## src/rtl/fft_pkg.sv

```systemverilog
// Shared definitions for the in-place radix-2 FFT RAM controller.
// Holds the FSM encoding, default geometry and the bit-reverse helper.
package fft_pkg;

  localparam int unsigned NDefault     = 512;
  localparam int unsigned LMaxDefault  = 9;
  localparam int unsigned BfLatDefault = 3;

  typedef enum logic [2:0] {
    Idle  = 3'd0,
    Read  = 3'd1,
    Drain = 3'd2,
    Out   = 3'd3,
    Fin   = 3'd4
  } ctrl_state_e;

  // Reverses the low w bits of v; bits at and above w are returned as zero.
  function automatic logic [15:0] bit_rev(input logic [15:0] v, input int unsigned w);
    logic [15:0] r;
    r = '0;
    for (int unsigned i = 0; i < 16; i++) begin
      if (i < w) begin
        r[i] = v[4'(w - 1 - i)];
      end
    end
    return r;
  endfunction

endpackage

```

## src/rtl/fft_addr_delay.sv

```systemverilog
// Fixed-depth shift pipeline carrying {valid, add1, add2} from the read issue
// to the matching butterfly write-back.
module fft_addr_delay #(
  parameter int unsigned Depth = 3,
  parameter int unsigned AddrW = 9
) (
  input  logic             clk,
  input  logic             rst,
  input  logic             i_valid,
  input  logic [AddrW-1:0] i_add1,
  input  logic [AddrW-1:0] i_add2,
  output logic             o_valid,
  output logic [AddrW-1:0] o_add1,
  output logic [AddrW-1:0] o_add2
);

  localparam int unsigned W = 1 + 2 * AddrW;

  logic [W-1:0] r_pipe [Depth];

  always_ff @(posedge clk or negedge rst) begin
    if (!rst) begin
      for (int i = 0; i < int'(Depth); i++) begin
        r_pipe[i] <= '0;
      end
    end else begin
      r_pipe[0] <= {i_valid, i_add1, i_add2};
      for (int i = 1; i < int'(Depth); i++) begin
        r_pipe[i] <= r_pipe[i-1];
      end
    end
  end

  assign o_valid = r_pipe[Depth-1][W-1];
  assign o_add1  = r_pipe[Depth-1][2*AddrW-1:AddrW];
  assign o_add2  = r_pipe[Depth-1][AddrW-1:0];

endmodule

```

## src/rtl/fft_ram_ctrl.sv

```systemverilog
// In-place radix-2 DIT FFT RAM sequencer: per-stage butterfly read/write-back
// addressing, drain between stages, then a linear result readout.
module fft_ram_ctrl
  import fft_pkg::*;
#(
  parameter int unsigned N      = NDefault,
  parameter int unsigned L_max  = LMaxDefault,
  parameter int unsigned BF_LAT = BfLatDefault
) (
  input  logic             clk,
  input  logic             rst,
  input  logic             start,
  output logic             rd_en,
  output logic [L_max-1:0] rd_add1,
  output logic [L_max-1:0] rd_add2,
  output logic [L_max-2:0] tw_addr,
  output logic             wr_en,
  output logic [L_max-1:0] wr_add1,
  output logic [L_max-1:0] wr_add2,
  output logic [L_max-1:0] read_addr,
  output logic             out_valid,
  output logic             wd_finish,
  output logic             busy,
  output logic [3:0]       stage
);

  localparam logic [L_max-1:0] KLastRead = L_max'(N / 2 - 1);
  localparam logic [L_max-1:0] KLastOut  = L_max'(N - 1);
  localparam logic [3:0]       SLast     = 4'(L_max - 1);
  localparam logic [2:0]       DLast     = 3'(BF_LAT - 1);

  ctrl_state_e      r_state, w_state_nxt;
  logic [L_max-1:0] r_k, w_k_nxt;
  logic [3:0]       r_s, w_s_nxt;
  logic [2:0]       r_dcnt, w_dcnt_nxt;
  logic             r_out_valid;

  always_ff @(posedge clk or negedge rst) begin
    if (!rst) begin
      r_state     <= Idle;
      r_k         <= '0;
      r_s         <= '0;
      r_dcnt      <= '0;
      r_out_valid <= 1'b0;
    end else begin
      r_state     <= w_state_nxt;
      r_k         <= w_k_nxt;
      r_s         <= w_s_nxt;
      r_dcnt      <= w_dcnt_nxt;
      r_out_valid <= (r_state == Out);
    end
  end

  // k is reused as the butterfly index in Read and the readout address in Out.
  always_comb begin
    w_state_nxt = r_state;
    w_k_nxt     = r_k;
    w_s_nxt     = r_s;
    w_dcnt_nxt  = r_dcnt;
    unique case (r_state)
      Idle: begin
        if (start) begin
          w_state_nxt = Read;
          w_k_nxt     = '0;
          w_s_nxt     = '0;
        end
      end
      Read: begin
        if (r_k == KLastRead) begin
          w_state_nxt = Drain;
          w_dcnt_nxt  = '0;
        end else begin
          w_k_nxt = r_k + 1'b1;
        end
      end
      Drain: begin
        if (r_dcnt == DLast) begin
          w_k_nxt = '0;
          if (r_s < SLast) begin
            w_state_nxt = Read;
            w_s_nxt     = r_s + 4'd1;
          end else begin
            w_state_nxt = Out;
          end
        end else begin
          w_dcnt_nxt = r_dcnt + 3'd1;
        end
      end
      Out: begin
        if (r_k == KLastOut) begin
          w_state_nxt = Fin;
        end else begin
          w_k_nxt = r_k + 1'b1;
        end
      end
      Fin: begin
        w_state_nxt = Idle;
        w_k_nxt     = '0;
        w_s_nxt     = '0;
      end
      default: begin
        w_state_nxt = Idle;
      end
    endcase
  end

  logic [L_max-1:0] w_half, w_grp, w_pos, w_add1, w_add2;
  logic [L_max-2:0] w_tw;
  logic             w_in_read, w_in_out;

  // pos < 2^s <= N/2 while reading, so it fits the twiddle index width.
  always_comb begin
    w_half = L_max'(1) << r_s;
    w_grp  = r_k >> r_s;
    w_pos  = r_k & (w_half - L_max'(1));
    w_add1 = (w_grp << (r_s + 4'd1)) | w_pos;
    w_add2 = w_add1 + w_half;
    w_tw   = w_pos[L_max-2:0] << (SLast - r_s);
  end

  assign w_in_read = (r_state == Read);
  assign w_in_out  = (r_state == Out);

  assign rd_en     = w_in_read | w_in_out;
  assign rd_add1   = w_in_read ? w_add1 : '0;
  assign rd_add2   = w_in_read ? w_add2 : '0;
  assign tw_addr   = w_in_read ? w_tw : '0;
  assign read_addr = w_in_out ? r_k : '0;
  assign out_valid = r_out_valid;
  assign wd_finish = (r_state == Fin);
  assign busy      = (r_state != Idle);
  assign stage     = r_s;

  // Only butterfly reads enter the pipeline, so readout never produces wr_en.
  fft_addr_delay #(
    .Depth (BF_LAT),
    .AddrW (L_max)
  ) u_addr_delay (
    .clk     (clk),
    .rst     (rst),
    .i_valid (w_in_read),
    .i_add1  (rd_add1),
    .i_add2  (rd_add2),
    .o_valid (wr_en),
    .o_add1  (wr_add1),
    .o_add2  (wr_add2)
  );

endmodule

```

## config.mk

```make
export PLATFORM = sky130hd
export DESIGN_NAME = fft_ram_ctrl
export DESIGN_NICKNAME = d
export VERILOG_FILES = /design/src/rtl/fft_pkg.sv /design/src/rtl/fft_addr_delay.sv /design/src/rtl/fft_ram_ctrl.sv
export SDC_FILE = /design/constraint.sdc
export NUM_CORES = 1
export LEC_CHECK = 0
export ABC_AREA = 1
export ABC_CLOCK_PERIOD_IN_PS = 5400
export CAP_MARGIN = 20
export CORE_MARGIN = 2
export CORE_UTILIZATION = 45
export CTS_CLUSTER_SIZE = 10
export DETAILED_ROUTE_END_ITERATION = 6
export GPL_ROUTABILITY_DRIVEN = 0
export GPL_TIMING_DRIVEN = 0
export PLACE_DENSITY = 0.68
export SYNTH_ARGS = -nofsm -noshare
export SYNTH_HDL_FRONTEND = slang
export SYNTH_SLANG_ARGS = --single-unit
export TNS_END_PERCENT = 20
```

## constraint.sdc

```tcl
create_clock -name clk -period 5.4 [get_ports clk]
set_input_delay 1.08 -clock clk [delete_from_list [all_inputs] [get_ports clk]]
set_output_delay 1.08 -clock clk [all_outputs]
set_load 0.03 [all_outputs]
```

Fig. 1: a small window of the routed layout
Region (66, 15) to (86, 35) µm. Cells in grey, sequential cells in the stronger grey; small squares are vias.
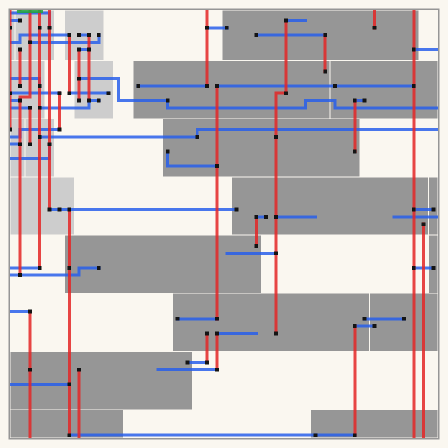
legend:
  blue:
    layer: met1
  red:
    layer: met2
  green:
    layer: met3
cells with their middle in the window: 14
sequential cells in the window: 8
most frequent: dfrtp_1 (8), a21oi_1 (2), o21ai_0 (2)
netlist names of flops here include: u_addr_delay.r_pipe (8)

Fig. 2: congestion heat map
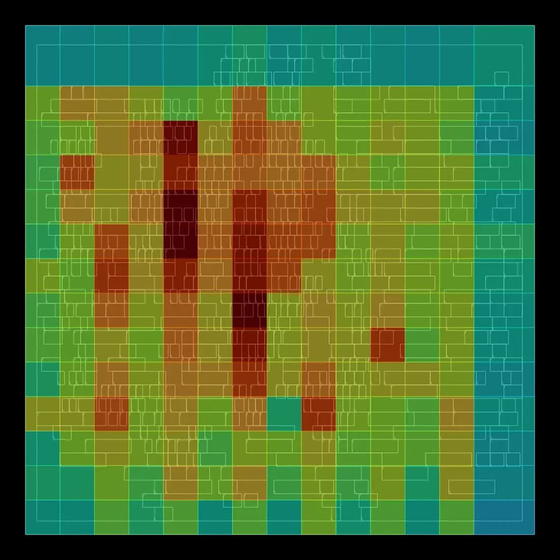
Most Crowded Layer GR: met2
met1 usage: 0.261

==> run_results.csv <==
group,metric,value,unit
synth,async_flop_share,1.00,
cells_and_area,buffers,98,
setup_path,timing.rr.start,"stage[0]$_DFFE_PN0P_",
setup_path,setup.worst_path.end_class,"primary output",
job,cap_violations,0,
synth,synth-edff-count,0,
floorplanning,rows,35,
drt,wl_met1,4380,µm
synth,synthCells,529,
synth,ys_area,4300,µm²
floorplanning,fp_util,0.466,
drt,remaining_drc_errors,0,
pwr,p_total,1.01,mW
place,place_area,5100,µm²
setup_path,crit_cells,22,
global_routing,grt.overflow.total,0,
synth,ys_sh_mux,0.00494,
drt,wl_met3,556,µm
clock_tree,cts_max_path_buffers,2,
cells_and_area,utilization,0.574,
global_routing,grt_pass1_vias,3603,
sta,hold_slack,346,ps
status,outcome,"completed",
pwr,power_frac_clock,0.418,
drt,viasPerCell,5.20,
pwr,peakVddDrop,0.0984,mV
pwr,p_int,755,µW
clock_tree,clkTransAtPathRegs,90,ps
hold_path,whs_path_depth,0,
setup_path,crit_end,"rd_add2[8]",
drt,wl_met2,4850,µm
global_routing,antenna_found_initial,0,
clock_tree,cts_buffers,9,
synth,ys_seq_elements,77,
synth,ys.warnings.count,0,
sta,finalSetupViolCount,0,
cells_and_area,clock_cell_area_share,0.0363,
place,hpwl,7550,µm
setup_path,critical_path.max_fanout,11,
pwr,p_leak,2.62,nW
job,openroad.warnings,35,
sta,fin_crit,5260,ps
cells_and_area,n_fill_cell,845,
pwr,pg_comb,11.3,µW
sta,slew_headroom,0.391,
place,io_buffers,64,
cells_and_area,comb_cells,353,
synth,ys_cells,529,
floorplanning,die_h,102,µm
hold_path,hp-class,"reg -> reg",
setup_path,crit_family,"simple AND/OR/NAND/NOR gates",
drt,final_antenna_net_count,0,
floorplanning,chip_area,10400,µm²
clock_tree,htreeDepth,3,
global_routing,use_met3,0.0386,
synth,synth_seq_share,0.448,
setup_path,rrSetupSlack,1670,ps
synth,top_logic_kind,"simple AND/OR/NAND/NOR gates",
drt,top_layer_used,"met4",
clock_tree,cts_hold_buffers,0,
floorplanning,num_tap_cells,129,
pwr,power_leader,"sequential cells",
cells_and_area,regArea,1930,µm²
cells_and_area,diodes,0,
setup_path,worstPathRequired,4320,ps
setup_path,worstPathBufferInverterCount,6,
place,dp_cells,722,
sta,min_period_over_period,0.975,
pwr,p_per_area,190,nW/µm²
pwr,seq-power,576,µW
synth,ys_sh_aoi,0.0878,
clock_tree,cts_sinks,77,
pwr,p_switching,254,µW
cells_and_area,layout-drive-gt1-share,0.143,
floorplanning,ioPinCount,65,
synth,largest_area_cell,"dfrtp_1",
cells_and_area,final_nets,630,
clock_tree,cts-resized-gates,17,
cells_and_area,buf_share,0.160,
synth,top_cells_by_count,"92 x nand2_1, 77 x dfrtp_1, 77 x nand3_1, 58 x inv_1, 53 x nor2_1",
setup_path,cp_slowest_cell,"dfrtp_2",
setup_path,regToRegEndpoint,"u_addr_delay.r_pipe[46]$_DFF_PN0_",
pwr,comb_power_share,0.011,
hold_path,holdPathEnd,"u_addr_delay.r_pipe[35]$_DFF_PN0_",
sta,fmax,190,MHz
setup_path,cpPeakStageDelay,420,ps
drt,drt_wl_total,10000,µm
global_routing,grt_pass1_wl,16500,µm
setup_path,path_cells,"buf_6 -> inv_1 -> buf_6 -> buf_4 -> ha_1 -> ha_1 -> o21ai_2 -> nand3_1 -> nor2_2 -> nand3_1 -> nand3_1 -> a21boi_2 -> nand2_1 -> ha_1 -> inv_1 -> nor4_2 -> nand2_1 -> nand3_1 -> xnor2_1 -> nor2_1 -> nor2_1 -> buf_4",
cells_and_area,comb_area,1920,µm²
drt,wire_per_inst,13.6,µm
global_routing,grt_usage,0.202,
cells_and_area,regMostFlops,"u_addr_delay.r_pipe",
drt,drt_iter0_markers,261,
synth,synthesis.area,4300,µm²
global_routing,use_met2,0.338,
cells_and_area,largest_reg_flops,38,
clock_tree,cts_tree,"built",
sta,worstMarginPinSlew,914,ps
place,pre_cts_ws,-232,ps
setup_path,path_class,"reg -> out",
drt,vias,3835,
cells_and_area,lay_top_count,"nand2_1",
synth,ys_sh_simple,0.273,
cells_and_area,sh_comb_area,0.363,
cells_and_area,finalNonFillerCells,738,
synth,synthXorXnorAreaFrac,0.00814,
cells_and_area,seq-cell-share,0.364,
setup_path,cp-startpoint,"stage[0]$_DFFE_PN0P_",
synth,synth_nets,555,
cells_and_area,final_cell_mix,"92 x nand2_1, 77 x nand3_1, 76 x dfrtp_1, 58 x inv_1, 57 x clkdlybuf4s50_1",
drt,drt_pass1_iterations,5,
hold_path,min-delay-start,"u_addr_delay.r_pipe[54]$_DFF_PN0_",
cells_and_area,num-clock-buffers,9,
floorplanning,coreArea,9240,µm²
sta,fin_setup_tns,0,ps
pwr,powerClk,421,µW
synth,adder_share,0.0686,
clock_tree,clkLatencyLatePin,350,ps
setup_path,reg2regPathDepth,21,
synth,top_cell,"nand2_1",
setup_path,crit_top_cell,"nand3_1",
cells_and_area,inv_count,65,
setup_path,critical_path_arrival,4180,ps
synth,synth.area.top_cells,"dfrtp_1 45%, nand3_1 9.0%, nand2_1 8.0%",
Fig. 3: routed metal, one colour a layer
Scale: 4 px per µm.
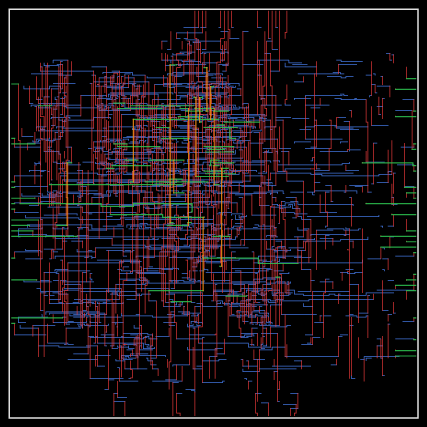
legend:
  blue:
    layer: met1
    wire_length: 4380 µm
  orange:
    layer: met4
    wire_length: 215 µm
  red:
    layer: met2
    wire_length: 4850 µm
  green:
    layer: met3
    wire_length: 557 µm

Power is estimated from default activity; no workload was simulated.
